===== config.mk =====
export PLATFORM = sky130hd
export DESIGN_NAME = sprite_attr_writer
export DESIGN_NICKNAME = d
export VERILOG_FILES = /design/src/rtl/sprite_attr_writer.sv
export SDC_FILE = /design/constraint.sdc
export NUM_CORES = 1
export LEC_CHECK = 0
export ABC_AREA = 1
export CORE_MARGIN = 5
export CORE_UTILIZATION = 50
export CTS_CLUSTER_DIAMETER = 30
export DETAILED_ROUTE_END_ITERATION = 12
export PLACE_DENSITY = 0.83
export SYNTH_ARGS = -nofsm -noshare
export SYNTH_HDL_FRONTEND = slang
export SYNTH_SLANG_ARGS = --single-unit

===== constraint.sdc =====
create_clock -name clk -period 4.6 [get_ports clk]
set_input_delay 0.46 -clock clk [delete_from_list [all_inputs] [get_ports clk]]
set_output_delay 0.46 -clock clk [all_outputs]
set_load 0.05 [all_outputs]

===== src/rtl/sprite_attr_writer.sv =====
// sprite_attr_writer
//   Write side of the sprite attribute table (X, Y, colour, shape-ID words for
//   64 sprites). Update commands are buffered in a small FIFO. Each command is
//   replayed as up to four single-word RAM writes, and only while the current
//   VGA line is inside the vertical write window. That window wraps through
//   line 0 and ends before the attribute fetch at line 31.
// Ports
//   clk, rst         system clock, synchronous active-high reset
//   V_pos_in         current VGA line
//   cmd_valid/ready  command handshake (ready = FIFO not full)
//   cmd_index        sprite number 0..63
//   cmd_mask         field enables {ID,COLOR,Y,X}
//   cmd_x/y/color/id new field values
//   wren_out         RAM write strobe, one cycle per word
//   addr_out         RAM address (0 when wren_out=0)
//   data_out         RAM data (0 when wren_out=0)
//   busy             FSM active or FIFO non-empty
//   pending_count    FIFO occupancy
module sprite_attr_writer #(
  parameter int unsigned BASE_ADDR  = 1024,
  parameter int unsigned FIFO_DEPTH = 4,
  parameter int unsigned WIN_START  = 512,
  parameter int unsigned WIN_END    = 29
) (
  input  logic        clk,
  input  logic        rst,
  input  logic [9:0]  V_pos_in,
  input  logic        cmd_valid,
  output logic        cmd_ready,
  input  logic [5:0]  cmd_index,
  input  logic [3:0]  cmd_mask,
  input  logic [9:0]  cmd_x,
  input  logic [9:0]  cmd_y,
  input  logic [15:0] cmd_color,
  input  logic [5:0]  cmd_id,
  output logic        wren_out,
  output logic [15:0] addr_out,
  output logic [15:0] data_out,
  output logic        busy,
  output logic [2:0]  pending_count
);

  localparam int unsigned PW = $clog2(FIFO_DEPTH);

  localparam logic [15:0] X_BASE     = 16'(BASE_ADDR);
  localparam logic [15:0] Y_BASE     = 16'(BASE_ADDR + 64);
  localparam logic [15:0] COLOR_BASE = 16'(BASE_ADDR + 128);
  localparam logic [15:0] ID_BASE    = 16'(BASE_ADDR + 192);

  typedef struct packed {
    logic [5:0]  idx;
    logic [3:0]  mask;
    logic [9:0]  x;
    logic [9:0]  y;
    logic [15:0] color;
    logic [5:0]  id;
  } cmd_t;

  typedef enum logic [2:0] {
    IDLE,
    LOAD,
    WR_X,
    WR_Y,
    WR_COLOR,
    WR_ID
  } state_t;

  state_t        state, state_nx;
  cmd_t          fifo_mem [FIFO_DEPTH];
  cmd_t          head, hold, cmd_in;
  logic [PW-1:0] wr_ptr, rd_ptr;
  logic [PW:0]   count;
  logic          full, empty, win, push, pop;
  logic          wr_en_nx;
  logic [15:0]   wr_addr_nx, wr_data_nx;

  assign cmd_in = '{idx: cmd_index, mask: cmd_mask, x: cmd_x, y: cmd_y,
                    color: cmd_color, id: cmd_id};

  assign full      = (count == (PW+1)'(FIFO_DEPTH));
  assign empty     = (count == '0);
  assign cmd_ready = !full;
  assign push      = cmd_valid && !full;
  assign pop       = (state == LOAD);
  assign head      = fifo_mem[rd_ptr];

  assign win = (V_pos_in >= 10'(WIN_START)) || (V_pos_in <= 10'(WIN_END));

  assign busy          = (state != IDLE) || !empty;
  assign pending_count = 3'(count);

  always_comb begin
    state_nx = state;
    unique case (state)
      IDLE:     if (!empty && win) state_nx = LOAD;
      LOAD:     state_nx = WR_X;
      WR_X:     state_nx = WR_Y;
      WR_Y:     state_nx = WR_COLOR;
      WR_COLOR: state_nx = WR_ID;
      WR_ID:    state_nx = (!empty && win) ? LOAD : IDLE;
      default:  state_nx = IDLE;
    endcase
  end

  // The outputs are registered. This logic therefore computes, from the current
  // state, the word to present in the next state. On the LOAD->WR_X edge the
  // holding register is only being loaded, so the X word is taken directly from
  // the FIFO head.
  always_comb begin
    wr_en_nx   = 1'b0;
    wr_addr_nx = '0;
    wr_data_nx = '0;
    unique case (state)
      LOAD: begin
        wr_en_nx   = head.mask[0];
        wr_addr_nx = X_BASE + {10'b0, head.idx};
        wr_data_nx = {6'b0, head.x};
      end
      WR_X: begin
        wr_en_nx   = hold.mask[1];
        wr_addr_nx = Y_BASE + {10'b0, hold.idx};
        wr_data_nx = {6'b0, hold.y};
      end
      WR_Y: begin
        wr_en_nx   = hold.mask[2];
        wr_addr_nx = COLOR_BASE + {10'b0, hold.idx};
        wr_data_nx = hold.color;
      end
      WR_COLOR: begin
        wr_en_nx   = hold.mask[3];
        wr_addr_nx = ID_BASE + {10'b0, hold.idx};
        wr_data_nx = {10'b0, hold.id};
      end
      default: ;
    endcase
    if (!wr_en_nx) begin
      wr_addr_nx = '0;
      wr_data_nx = '0;
    end
  end

  always_ff @(posedge clk) begin
    if (rst) begin
      state    <= IDLE;
      wr_ptr   <= '0;
      rd_ptr   <= '0;
      count    <= '0;
      hold     <= '0;
      wren_out <= 1'b0;
      addr_out <= '0;
      data_out <= '0;
    end else begin
      state    <= state_nx;
      wren_out <= wr_en_nx;
      addr_out <= wr_addr_nx;
      data_out <= wr_data_nx;
      if (push) wr_ptr <= wr_ptr + 1'b1;
      if (pop) begin
        hold   <= head;
        rd_ptr <= rd_ptr + 1'b1;
      end
      unique case ({push, pop})
        2'b10:   count <= count + 1'b1;
        2'b01:   count <= count - 1'b1;
        default: ;
      endcase
    end
  end

  // Storage needs no reset; only the pointers decide which entries are valid.
  always_ff @(posedge clk) begin
    if (push) fifo_mem[wr_ptr] <= cmd_in;
  end

endmodule


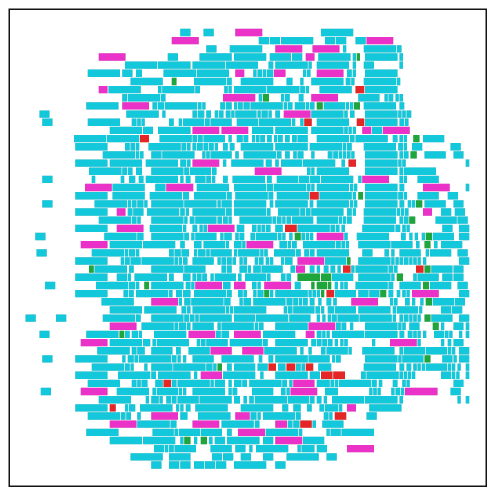
*Drive-strength map, run 1*
Scale: 3 px per um.
- red: _3 and _4 cells (cells 19; most used buf_4)
- magenta: _6 and larger (cells 63; most used clkbuf_16)
- green: _2 cells (cells 35; most used nor2_2)
- cyan: _0 and _1 cells (cells 974; most used edfxtp_1)
Non-clk bufs: 104
fin area: 13,600 um2
Setup WS post-layout: 2.02 ns
Layout area overhead: 23.2%

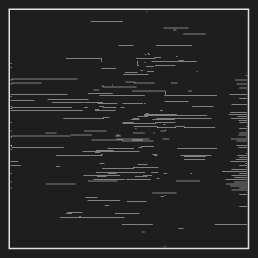
*Metal 3, run 1*
Scale: 1.5 px per um.
- nets with wire on the layer: 119
- wire length on this layer: 2,130 um
- main direction: horizontal
- longest straight run: 47.8 um
grt met3 use: 5.76%
WL final: 24,300 um
DR vias: 7,308

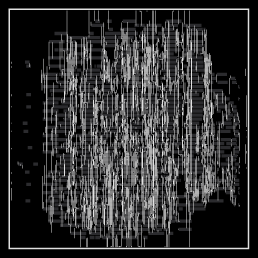
*Signal wires on met2, run 1*
Scale: 1.5 px per um.
- nets with wire on the layer: 895
- wire length on this layer: 12,200 um
- share of all routed wire: 50%
met2 usage: 33.0%

## run 1: cell usage in the layout (no fill, tap or decap), types with 39 or more instances in the layout
| cell type | Yosys | routed |
|---|---|---|
| dfxtp_1 | 79 | 78 |
| nand2_1 | 93 | 93 |
| o22ai_1 | 39 | 39 |
| clkdlybuf4s50_1 | 0 | 94 |
| edfxtp_1 | 208 | 208 |
| clkbuf_16 | 0 | 44 |
| nor2_1 | 152 | 148 |
| o21ai_0 | 129 | 129 |
| inv_1 | 82 | 82 |
| a21oi_1 | 42 | 42 |
## run 1: layout make-up
class	instances	area share, %
multi-input cells	537	19.2
inverters	87	2.41
clock buffers	46	8.24
clock inverters	30	2.03
repair buffers	104	7.85
diodes	1	0.0184
well taps	280	2.58
flip-flops and latches	287	57.7
==> ci_impl_report.md, run 1 <==
### Metrics collected by this job

| Metric | Value |
|---|---|
| Xor/xnor share | `0%` |
| Critical Path RT | `a little over 5 ns` |
| Top sig layer | `met5` |
| Reg2reg end | `addr_out[2]` |
| DP HPWL | `13,800 um` |
| Yosys top cell by instances | `edfxtp_1` |
| Max-area cell share | `between 50% and 60%` |
| Seq group | `around 3.3 mW` |
| Rows | `about 54` |
| Outcome | `finished, final reports clean` |
| DR WL/cell | `~18 um` |
| Initial antenna violation count | `3` |
| Final setup viols | `0` |
| Tot GR Track Use | `19.4%` |
| Top Consumer | `registers` |
| Unrepaired setup endpoints after global routing | `false` |
| Area share of and-or/or-and cells after synthesis | `approximately an eighth` |
| Worst Hold Path EP | `data_out[13]` |
| Final Cycle Share | `~56%` |
| Met1 usage | `around a quarter` |
| CP Capture Type | `register` |
| Pre-CTS setup slack | `1.95 ns` |
| Vias in the first global route | `slightly above 7,000` |
| Post-synth EDFFs | `approximately 210` |
| Critical path type | `register to register` |
| Sw frac | `30.7%` |
| Seq share, synth | `a little over 70%` |
| Mean post-synth cell area | `11.4 um2` |
| Nets | `approximately 1,100` |
| Cts bufs inserted | `41` |
| Setup TNS | `0 ns` |
| First-pass GRT wire length | `~38,000 um` |
| Largest net degree at the start of global routing | `73` |
| DRT iter0 DRCs | `roughly 490` |
| And+or+nand+nor area frac | `between 10% and 20%` |
| Top flop regs | `fifo_mem: 208 flops, hold: 41 flops, data_out: 16 flops` |
| Clk pwr share | `~39%` |
| P_comb | `1.59 mW` |
| # Cells Yosys | `~960` |
| # clock sinks | `roughly 290` |
| Min Tclk post-route | `about 2.6 ns` |
| Crit path buffers/inverters | `3` |
| Largest Register | `fifo_mem` |
| Final hold violation count | `0` |
| GPL Wtd Cong | `between 0.8 and 0.9` |
| Die height | `approximately 160 um` |
| Core Footprint | `approximately 22,000 um2` |
==> run 2: changes to the inputs <==
==> constraint.sdc (replaced) <==
create_clock -name clk -period 2.6 [get_ports clk]
set_input_delay 0.26 -clock clk [delete_from_list [all_inputs] [get_ports clk]]
set_output_delay 0.26 -clock clk [all_outputs]
set_load 0.05 [all_outputs]
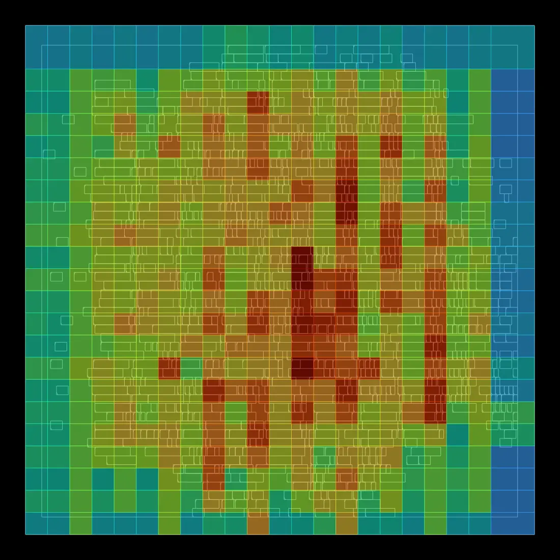
*Routing congestion map, run 2*
met1 usage: 22.4%
GRT busiest layer: met2

==> ci_impl_report.md, run 2 <==
### Metrics collected by this job

| Metric | Value |
|---|---|
| Top Layout Cells | `edfxtp_1 (208), nor2_1 (148), o21ai_0 (129), clkdlybuf4s50_1 (94), nand2_1 (92)` |
| Critical Path RT | `2.34 ns` |
| Final hold violation count | `0` |
| Layout area overhead | `23.2%` |
| Tot GR Track Use | `around a fifth` |
| Initial antenna violation count | `0` |
| Unrepaired setup endpoints after global routing | `false` |
| WL met2 | `12,000 um` |
| Hold-critical path depth | `1` |
| Final setup viols | `0` |
| And+or+nand+nor area frac | `10.1%` |
| # Cells Yosys | `approximately 960` |
| Most numerous logic cell after layout | `edfxtp_1` |
| Final Non-Filler Cells | `about 1,400` |
| Setup WS post-layout | `0.205 ns` |
| DP HPWL | `13,400 um` |
| Setup TNS | `0 ns` |
| Yosys top cell by instances | `edfxtp_1` |
| Top Consumer | `registers` |
| DR WL/cell | `17.5 um` |
| Min Tclk post-route | `between 2 and 2.5 ns` |
| Pre-CTS setup slack | `approximately 0.43 ns` |
| Adders+Majority by Area | `less than 1%` |
| Largest Register | `fifo_mem` |
| Mean post-synth cell area | `approximately 11 um2` |
| Core Footprint | `21,800 um2` |
| Final Cycle Share | `between 90 and 100%` |
| Outcome | `finished, final reports clean` |
| Clk_skew | `0.0132 ns` |
| CP Capture Type | `primary output` |
| Reg2reg end | `pending_count[2]` |
| Xor/xnor share | `0%` |
| Reg-to-Reg Start | `pending_count[0]` |
| DRT iter0 DRCs | `roughly 600` |
| Grt met3 use | `5.22%` |
| Worst reg2reg setup slack | `approximately 0.52 ns` |
| Area share of and-or/or-and cells after synthesis | `approximately 12%` |
| CP startpoint | `state[2]` |
| Worst slew pin tran | `between 0.6 and 0.7 ns` |
| Post-synth EDFFs | `around 210` |
| Top sig layer | `met4` |
| GPL Wtd Cong | `between 0.7 and 0.8` |
| Met2 usage | `32.9%` |
| Rows | `54` |
| P_comb | `2.94 mW` |
| Crit path capture | `busy` |
| DR vias | `roughly 7,300` |
| Finished Core Util | `between 60% and 70%` |
| Vias in the first global route | `roughly 7,000` |
| Largest net degree at the start of global routing | `about 63` |
| Internal | `around 9.8 mW` |
| Flop pwr share | `between 40% and 50%` |
| # clock sinks | `287` |
| Seq group | `5.78 mW` |
| Cts bufs inserted | `between 40 and 50` |
| Worst Hold Path EP | `fifo_mem[1][32]` |
| Post-place instance area | `12,200 um2` |
| Die height | `158 um` |
| Sw frac | `a little under a third` |
| WL final | `~24,000 um` |
| Fin area | `between 10,000 and 15,000 um2` |
| Seq share, synth | `between 70 and 80%` |
| Critical path type | `register to primary output` |
| Max-area cell share | `a little under three fifths` |
| Clk pwr share | `a little under two fifths` |
| Dominant kind of combinational cell | `AND-OR/OR-AND gates` |
| # diodes | `0` |
run 2: final cells by class:
class                           count  area, um2
Clock inverter                     21        231
Clock buffer                       51       1100
Multi-Input combinational cell    537       2620
Sequential cell                   287       7830
Inverter                           87        327
Timing Repair Buffer              109       1120
Fill cell                        1569       8180
Tap cell                          280        350
run 2: logic make-up (layout without fill, tap and decap cells):
kind of cell | after synthesis | in the layout
compound gates | 248 | 248
buf+inv | 146 | 268
flops | 287 | 287
simple gates | 276 | 276
fa+ha+maj | 6 | 6
other cells | 1 | 7
run 2: worst max-delay path, stage by stage, from the launching register on:
cell and delay [ns]:
dfxtp_1 0.38, nor3_1 0.35, nand4_1 0.15, clkdlybuf4s50_1 0.74
Power and IR drop assume default switching activity.
